[config.mk]
export PLATFORM = sky130hd
export DESIGN_NAME = serial_adder_fsm_flat
export DESIGN_NICKNAME = d
export VERILOG_FILES = /design/src/rtl/serial_adder_pkg.sv /design/src/rtl/serial_adder_fsm_if.sv /design/src/rtl/serial_adder_fsm_full_adder_cell.sv /design/src/rtl/serial_adder_fsm.sv /design/src/flat_wrapper.sv
export SDC_FILE = /design/constraint.sdc
export NUM_CORES = 1
export LEC_CHECK = 0
export CORE_ASPECT_RATIO = 1.4
export CORE_MARGIN = 3
export CORE_UTILIZATION = 50
export DETAILED_ROUTE_END_ITERATION = 12
export PLACE_DENSITY_LB_ADDON = 0.08
export SYNTH_ARGS = -nofsm -noshare
export SYNTH_HDL_FRONTEND = slang
export SYNTH_SLANG_ARGS = --single-unit
[constraint.sdc]
create_clock -name clk -period 1.7 [get_ports clk]
set_input_delay 0.425 -clock clk [delete_from_list [all_inputs] [get_ports clk]]
set_output_delay 0.425 -clock clk [all_outputs]
set_load 0.05 [all_outputs]
[src/rtl/serial_adder_pkg.sv]
// Shared types and constants for the bit-serial adder/subtractor.
package serial_adder_pkg;

    typedef enum logic [1:0] {
        IDLE = 2'd0,
        RUN  = 2'd1,
        DONE = 2'd2
    } state_t;

    localparam logic MODE_ADD = 1'b0;
    localparam logic MODE_SUB = 1'b1;

endpackage

[src/rtl/serial_adder_fsm_if.sv]
// Request/result bundle between a client and the bit-serial adder.
interface serial_adder_fsm_if #(
    parameter int WIDTH = 8
);
    logic             start;
    logic             sub;
    logic [WIDTH-1:0] a;
    logic [WIDTH-1:0] b;
    logic             cin;
    logic             busy;
    logic             done;
    logic [WIDTH-1:0] sum;
    logic             cout;
    logic             overflow;
    logic             bit_valid;
    logic             sum_bit;
    logic             carry_bit;

    modport master (
        output start, sub, a, b, cin,
        input  busy, done, sum, cout, overflow, bit_valid, sum_bit, carry_bit
    );

    modport slave (
        input  start, sub, a, b, cin,
        output busy, done, sum, cout, overflow, bit_valid, sum_bit, carry_bit
    );

endinterface

[src/rtl/serial_adder_fsm_full_adder_cell.sv]
// One-bit combinational full adder used for every serial bit step.
module full_adder_cell (
    input  logic a,
    input  logic b,
    input  logic cin,
    output logic s,
    output logic cout
);

    assign s    = a ^ b ^ cin;
    assign cout = (a & b) | (a & cin) | (b & cin);

endmodule

[src/rtl/serial_adder_fsm.sv]
// Bit-serial adder/subtractor: one bit per clock, LSB first, carry held as state.
module serial_adder_fsm
    import serial_adder_pkg::*;
#(
    parameter int WIDTH = 8
) (
    input  logic              clk,
    input  logic              rst_n,
    serial_adder_fsm_if.slave bus
);

    localparam int                 IDX_W    = $clog2(WIDTH);
    localparam logic [IDX_W-1:0]   LAST_IDX = IDX_W'(WIDTH - 1);

    state_t           state;
    state_t           state_next;
    logic [WIDTH-1:0] a_sr;
    logic [WIDTH-1:0] b_sr;
    logic [WIDTH-1:0] res_sr;
    logic [WIDTH-1:0] sum_q;
    logic [IDX_W-1:0] idx;
    logic             carry_q;
    logic             cout_q;
    logic             ovf_q;
    logic             s;
    logic             c_next;
    logic             running;
    logic             accept;
    logic             last_bit;

    full_adder_cell u_fa (
        .a    (a_sr[0]),
        .b    (b_sr[0]),
        .cin  (carry_q),
        .s    (s),
        .cout (c_next)
    );

    assign running  = (state == RUN);
    assign accept   = bus.start && !running;
    assign last_bit = running && (idx == LAST_IDX);

    always_ff @(posedge clk or negedge rst_n) begin
        if (!rst_n) begin
            state <= IDLE;
        end else begin
            state <= state_next;
        end
    end

    always_comb begin
        state_next = state;
        case (state)
            IDLE:    if (bus.start) state_next = RUN;
            RUN:     if (last_bit)  state_next = DONE;
            DONE:    state_next = bus.start ? RUN : IDLE;
            default: state_next = IDLE;
        endcase
    end

    // Start is ignored while running, so operands are only sampled on acceptance.
    always_ff @(posedge clk or negedge rst_n) begin
        if (!rst_n) begin
            a_sr    <= '0;
            b_sr    <= '0;
            res_sr  <= '0;
            sum_q   <= '0;
            idx     <= '0;
            carry_q <= 1'b0;
            cout_q  <= 1'b0;
            ovf_q   <= 1'b0;
        end else if (accept) begin
            a_sr    <= bus.a;
            b_sr    <= (bus.sub == MODE_SUB) ? ~bus.b : bus.b;
            carry_q <= (bus.sub == MODE_SUB) ? 1'b1 : bus.cin;
            idx     <= '0;
        end else if (running) begin
            a_sr    <= a_sr >> 1;
            b_sr    <= b_sr >> 1;
            res_sr  <= {s, res_sr[WIDTH-1:1]};
            carry_q <= c_next;
            if (!last_bit) begin
                idx <= idx + 1'b1;
            end else begin
                // carry_q here is the carry into the MSB, c_next the carry out of it.
                sum_q  <= {s, res_sr[WIDTH-1:1]};
                cout_q <= c_next;
                ovf_q  <= carry_q ^ c_next;
            end
        end
    end

    assign bus.busy      = running;
    assign bus.done      = (state == DONE);
    assign bus.sum       = sum_q;
    assign bus.cout      = cout_q;
    assign bus.overflow  = ovf_q;
    assign bus.bit_valid = running;
    assign bus.sum_bit   = running & s;
    assign bus.carry_bit = running & c_next;

endmodule

[src/flat_wrapper.sv]
// flat-port wrapper written by rule: the top's interface ports become plain ports
module serial_adder_fsm_flat import serial_adder_pkg::*;
#(
    parameter int WIDTH = 8
)
  (clk, rst_n, bus_start, bus_sub, bus_a, bus_b, bus_cin, bus_busy, bus_done, bus_sum, bus_cout, bus_overflow, bus_bit_valid, bus_sum_bit, bus_carry_bit);
  serial_adder_fsm_if #(.WIDTH(WIDTH)) bus_i ();
  input  logic clk;
  input  logic rst_n;
  input wire logic [$bits(bus_i.start)-1:0] bus_start;
  input wire logic [$bits(bus_i.sub)-1:0] bus_sub;
  input wire logic [$bits(bus_i.a)-1:0] bus_a;
  input wire logic [$bits(bus_i.b)-1:0] bus_b;
  input wire logic [$bits(bus_i.cin)-1:0] bus_cin;
  output wire logic [$bits(bus_i.busy)-1:0] bus_busy;
  output wire logic [$bits(bus_i.done)-1:0] bus_done;
  output wire logic [$bits(bus_i.sum)-1:0] bus_sum;
  output wire logic [$bits(bus_i.cout)-1:0] bus_cout;
  output wire logic [$bits(bus_i.overflow)-1:0] bus_overflow;
  output wire logic [$bits(bus_i.bit_valid)-1:0] bus_bit_valid;
  output wire logic [$bits(bus_i.sum_bit)-1:0] bus_sum_bit;
  output wire logic [$bits(bus_i.carry_bit)-1:0] bus_carry_bit;
  assign bus_i.start = bus_start;
  assign bus_i.sub = bus_sub;
  assign bus_i.a = bus_a;
  assign bus_i.b = bus_b;
  assign bus_i.cin = bus_cin;
  assign bus_busy = bus_i.busy;
  assign bus_done = bus_i.done;
  assign bus_sum = bus_i.sum;
  assign bus_cout = bus_i.cout;
  assign bus_overflow = bus_i.overflow;
  assign bus_bit_valid = bus_i.bit_valid;
  assign bus_sum_bit = bus_i.sum_bit;
  assign bus_carry_bit = bus_i.carry_bit;
  serial_adder_fsm #(.WIDTH(WIDTH)) u_core (.clk(clk), .rst_n(rst_n), .bus(bus_i));
endmodule
run_1/util_map.png
6 x 8 tiles, from white (low) to dark blue (high), 0 to 100% covered.
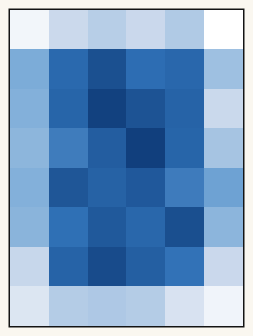
The densest ninth of the die: center. The fullest tile reaches 94%. The mean over all tiles is 56%. 2.1% of the tiles are nearly empty.

run_1/ff_map.png
Scale bar: 20 um.
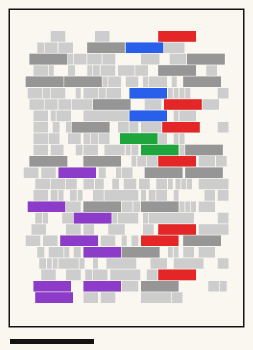
Key: blue = `u_core.idx` [flops 3]; red = `u_core.res_sr` [flops 7]; purple = `u_core.a_sr` [flops 8]; green = `u_core.state` [flops 2]
Another 19 sequential cells are not colored.

==> reports/metrics.cfg, run 1 <==
[run_status]
outcome = finished with violations
violations = negative setup slack

[sta]
finalHoldViolCount = 0
setup_slack_ns = -0.222
setup_violations = 2
finalClockSkew_ns = 0.00722

[logic_synthesis]
yosys-top-cells-area = sky130_fd_sc_hd__dfrtp_1, sky130_fd_sc_hd__mux2i_1, sky130_fd_sc_hd__nand2_1, sky130_fd_sc_hd__o21ai_0, sky130_fd_sc_hd__xor2_1
async_sr_flop_fraction_pct = 100
synthesis.area_mm2 = 0.00173
synthMuxAreaShare_pct = 13.9
ys_seq_share_pct = 56.3
synth_top_cell_by_area = sky130_fd_sc_hd__dfrtp_1
yosysTopAreaCellShare_pct = 56.3
yosys-top-cells-count = sky130_fd_sc_hd__dfrtp_1, sky130_fd_sc_hd__nand2_1, sky130_fd_sc_hd__o21ai_0
yosys_warnings = 0
syn-instance-count = 158
enable_flop_cells = 0
mappedNetlistNets = 182

[cells_and_area]
num-fill-cells = 228
drive_above_1_share_pct = 26.0
layout.cells.most_common = sky130_fd_sc_hd__dfrtp_1

[power_and_ir_drop]
combPwrFrac_pct = 49.3
power.share.sequential_pct = 32.2
largestPowerGroup = combinational logic
clockNetworkPower_uw = 914
p_clk_share_pct = 18.5

[setup_path]
crit_path_cell_trace = inv_2 -> fa_2 -> nor2_4 -> buf_12
setup.worst_path.end = bus_sum_bit
r2r_slack_ns = 0.13
worst_ep_required_time_ns = 1.27
worstPathMaxFanout = 2
timing.rr.end = u_core.bus.sum[1]
crit_path_top_delay_cell = sky130_fd_sc_hd__fa_2
highest_cell_delay_on_the_worst_timing_path_ns = 0.46
worst_ep_arrival_time_ns = 1.50

[placement]
post_dp_cell_area_mm2 = 0.00221
hpwl_dp_um = 2470
placed_cells = 235
gp_congestion = 0.728

[clock_tree]
clock_sinks = 39
root_buffer = sky130_fd_sc_hd__clkbuf_8

[floorplan]
fp_util_pct = 54.0
die_w_um = 55.8

[route]
wl_per_cell_um = 13.9
drt_iter0_markers = 27
detail_route.vias_per_cell = 5.22

run_1/placed.png
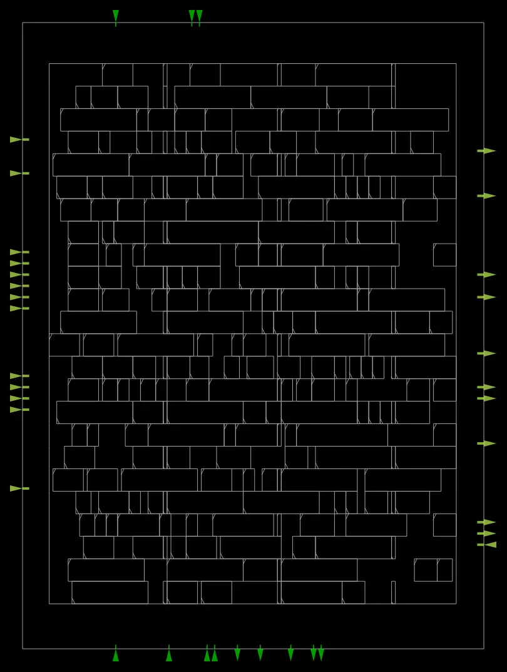
FP Rows: 24
number of well taps: 39
core area: 0.00321 mm^2
Flops: 39
utilization after layout: 74.6%

run_1/class_map.png
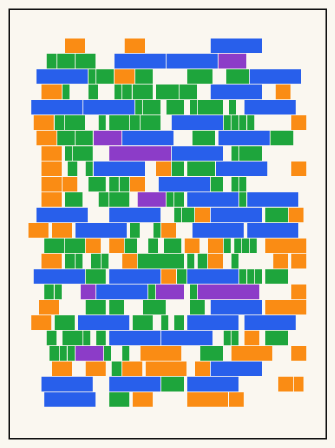
Key: orange = remaining buffers and delay cells [cells 50, share of their area 21%]; blue = sequential cells [cells 39, share of their area 42%]; purple = clock drivers and dummy loads [cells 8, share of their area 5.8%]; green = remaining logic cells [cells 111, share of their area 32%]

[run 1: sequential cells by signal, indices dropped and copies added, names as in the netlist]
register	count
u_core.res_sr	7
u_core.idx	3
u_core.carry_q	1
u_core.bus.sum	8
u_core.bus.cout	1
u_core.bus.overflow	1
u_core.b_sr	8
u_core.a_sr	8
u_core.state	2
[run 1: timing repair]
item                       in CTS  in global routing
pin swaps                       3                  0
hold buffers                    0                  0
buffers inserted                3                  0
resized                         7                  1
setup endpoints to repair       4                  2
gates cloned                    1                  0
[run 1: worst max-delay path, delay by kind of cell (launching register included)]
kind | cells | cell delay [ns]
flops | 1 | 0.39
fa+ha+maj | 1 | 0.46
simple gates | 1 | 0.14
buf+inv | 2 | 0.21
[run 1: stage by stage]
stage / TNS (ns) / hold slack [ns] / total power [mW] / util, % / worst slack [ns]
final: -0.315 / 0.175 / 4.94 / 74.6 / -0.222
after global routing: -0.459 / 0.199 / 5.26 / 74.6 / -0.291
after CTS: -0.327 / 0.182 / 4.99 / 74.6 / -0.229
after detailed placement: 0 / 0.467 / 3.92 / 68.8 / 0.00762
after global placement: 0 / 0.458 / 3.83 / 68.8 / 0.0241
after floorplan: -0.0603 / 0.129 / 3.05 / - / -0.0603
[run 1: cell type report]
class                      count  area, um^2  area share, %
clock inverter                 3        67.6           2.82
timing repair inverter         1        7.51          0.313
multi-input combinational    104         707           29.5
timing repair buffer          50         495           20.7
inverter                       6        25.0           1.04
clock buffer                   5        68.8           2.87
tap                           39        48.8           2.04
sequential                    39         976           40.7
[run 1: metal layers]
metal	global-route usage, %	vias to the layer above	part of all wire (%)
li1	-	623	-
met1	20.0	620	39
met2	33.7	40	54
met3	4.41	6	5.4
met4	7.57	0	1.5
met5	0	-	0
## Run 2: what changed since run 1
--- a/config.mk
+++ b/config.mk
@@ -5,9 +5,10 @@
 export SDC_FILE = /design/constraint.sdc
 export NUM_CORES = 1
 export LEC_CHECK = 0
+export ABC_CLOCK_PERIOD_IN_PS = 1700
 export CORE_ASPECT_RATIO = 1.4
 export CORE_MARGIN = 3
-export CORE_UTILIZATION = 50
+export CORE_UTILIZATION = 40
 export DETAILED_ROUTE_END_ITERATION = 12
 export PLACE_DENSITY_LB_ADDON = 0.08
 export SYNTH_ARGS = -nofsm -noshare
run_2/class_map.png
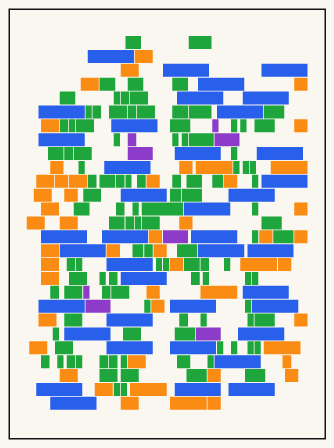
FP Rows: 27
utilization after layout: 58.2%
core area: 0.00405 mm^2
cell area after layout: 0.00236 mm^2
share of cell area taken by flip-flops and latches: 41.4%

run_2/m3.png
Scale bar: 20 um.
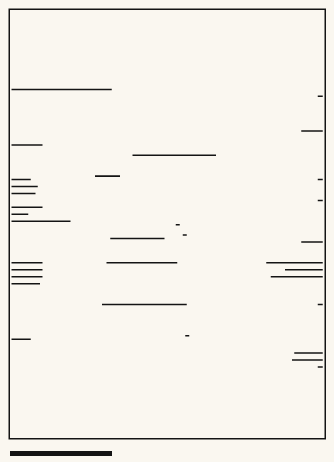
The longest straight run is 19.3 um. 28 nets have wire on it. The wires run mostly horizontal. The layer holds 5.6% of the routed length.

==> run 2 against run 1 <==
Net effect: the flow still finishes with violations (negative setup slack); maximum frequency up 0.32%; clock skew down 0.0060 ns; cell area down 1.6%; synthesized area unchanged; critical path depth unchanged; combinational power about the same; non-clock buffer count unchanged; register-to-register slack about the same; hold slack worse by 0.10 ns; via count down 1.8%; flip-flop count unchanged; clock-buffer cell count up 2; critical path type unchanged; critical endpoint unchanged.
==> reports/metrics.cfg, run 2 <==
[power_and_ir_drop]
power_mw = 4.60  ; was 4.94 mW
p_clk_share_pct = 12.7  ; was 18.5%
power.density_cell_area_mw_per_mm2 = 1950  ; was 2060 mW/mm^2
combPwrFrac_pct = 52.9  ; was 49.3%

[cells_and_area]
layout.cells.most_common = sky130_fd_sc_hd__dfrtp_1  ; unchanged
num-fill-cells = 381  ; was 228
multi_input_comb_area_um2 = 707  ; unchanged
drive_above_1_share_pct = 25.0  ; was 26.0%
layout.area.seq_um2 = 976  ; unchanged

[placement]
pre_cts_slack_ns = -0.0280  ; was 0.00762 ns
post_dp_cell_area_mm2 = 0.00224  ; was 0.00221 mm^2
gp_congestion = 0.746  ; was 0.728
hpwl_dp_um = 2630  ; was 2470 um
placed_cells = 240  ; was 235

[logic_synthesis]
async_sr_flop_fraction_pct = 100  ; unchanged
yosysTopAreaCellShare_pct = 56.3  ; unchanged
synthesis.area_mm2 = 0.00173  ; unchanged
mappedNetlistNets = 182  ; unchanged
syn-instance-count = 158  ; unchanged
yosys_warnings = 0  ; unchanged
yosys-top-cells-area = sky130_fd_sc_hd__dfrtp_1, sky130_fd_sc_hd__mux2i_1, sky130_fd_sc_hd__nand2_1, sky130_fd_sc_hd__o21ai_0, sky130_fd_sc_hd__xor2_1  ; unchanged
yosys-top-cells-count = sky130_fd_sc_hd__dfrtp_1, sky130_fd_sc_hd__nand2_1, sky130_fd_sc_hd__o21ai_0  ; unchanged
ys_seq_share_pct = 56.3  ; unchanged

[setup_path]
worstPathBufferInverterCount = 2  ; unchanged
crit_path_top_delay_cell = sky130_fd_sc_hd__fa_2  ; unchanged
worst_ep_required_time_ns = 1.27  ; about the same
highest_cell_delay_on_the_worst_timing_path_ns = 0.46  ; about the same
crit_path_cell_trace = inv_2 -> fa_2 -> nor2_4 -> buf_12  ; unchanged
worstPathMaxFanout = 2  ; unchanged
worst_ep_arrival_time_ns = 1.49  ; was 1.50 ns

[run_status]
violations = negative setup slack  ; unchanged
outcome = finished with violations  ; unchanged

[sta]
holdWs_ns = 0.0738  ; was 0.175 ns
setup_violations = 2  ; unchanged
finalClockSkew_ns = 0.00118  ; was 0.00722 ns
timing_max_transition_violations_final = 0  ; unchanged
setup_slack_ns = -0.216  ; was -0.222 ns
finalHoldViolCount = 0  ; unchanged

[route]
detailroute.wirelength.met3_um = 195  ; was 187 um
routedLengthMet1_um = 1330  ; was 1350 um
route.met2.wl_um = 1870  ; was 1850 um
drt_iter0_markers = 39  ; was 27
detail_route.vias_per_cell = 5.04  ; was 5.22
wl_per_cell_um = 13.8  ; was 13.9 um
top_layer = met4  ; unchanged

[clock_tree]
root_buffer = sky130_fd_sc_hd__clkbuf_8  ; unchanged
hold_buffers = 0  ; unchanged

[floorplan]
die_w_um = 61.7  ; was 55.8 um

[run 2: cell counts after synthesis]
No cell type changed its count.
[run 2: timing repair]
action | in CTS | in global routing
buffers inserted | 2 | 0
gates cloned | 0 | 1
resized | 5 | 6
endpoints found under the setup margin | 4 | 4
pin swaps | 2 | 1
[run 2: power groups by stage]
stage / Clock (mW) / Combinational (mW) / Sequential (mW)
3_5_place_dp: 0 / 2.36 / 1.60
3_3_place_gp: 0 / 2.29 / 1.56
5_1_grt: 0.659 / 2.66 / 1.63
6_report: 0.585 / 2.43 / 1.58
2_1_floorplan: 0 / 1.10 / 1.95
4_1_cts: 0.617 / 2.43 / 1.58
[run 2: routing by layer]
metal  track usage (%)  vias up
met4              5.79        0
met5                 0        -
met2              26.0       34
met3              4.33        8
li1                  -      622
met1              16.7      602
[run 2: area by class of cell]
type	instances	share of cell area, %
clock buffer	7	3.24
timing repair buffer	50	21.5
clock inverter	1	0.212
multi-input combinational	104	30.0
inverter	6	1.17
sequential	39	41.4
timing repair inverter	1	0.212
tap	43	2.28
[run 2: logic make-up after synthesis]
logic type	share of synthesized area, %
AOI/OAI and AO/OA	8.22
buffers and inverters	4.40
DFF	56.3
adders and majority gates	2.60
and+or+nand+nor	10.1
muxes	13.9
xor gates and xnor gates	4.55
[run 2: final timing paths]
kind / depth (start not counted) / end / slack (ns)
max: 4 / bus_sum_bit / -0.22
min: 1 / u_core.bus.sum[5] / 0.07
max reg2reg: 5 / u_core.bus.sum[3] / 0.13
min reg2reg: 2 / u_core.res_sr[1] / 0.47
max in group asynchronous: 2 / u_core.b_sr[4] / 1.17
min in group clk: 2 / u_core.res_sr[1] / 0.47
No activity file was given, so power comes from the tool's default toggle rates.
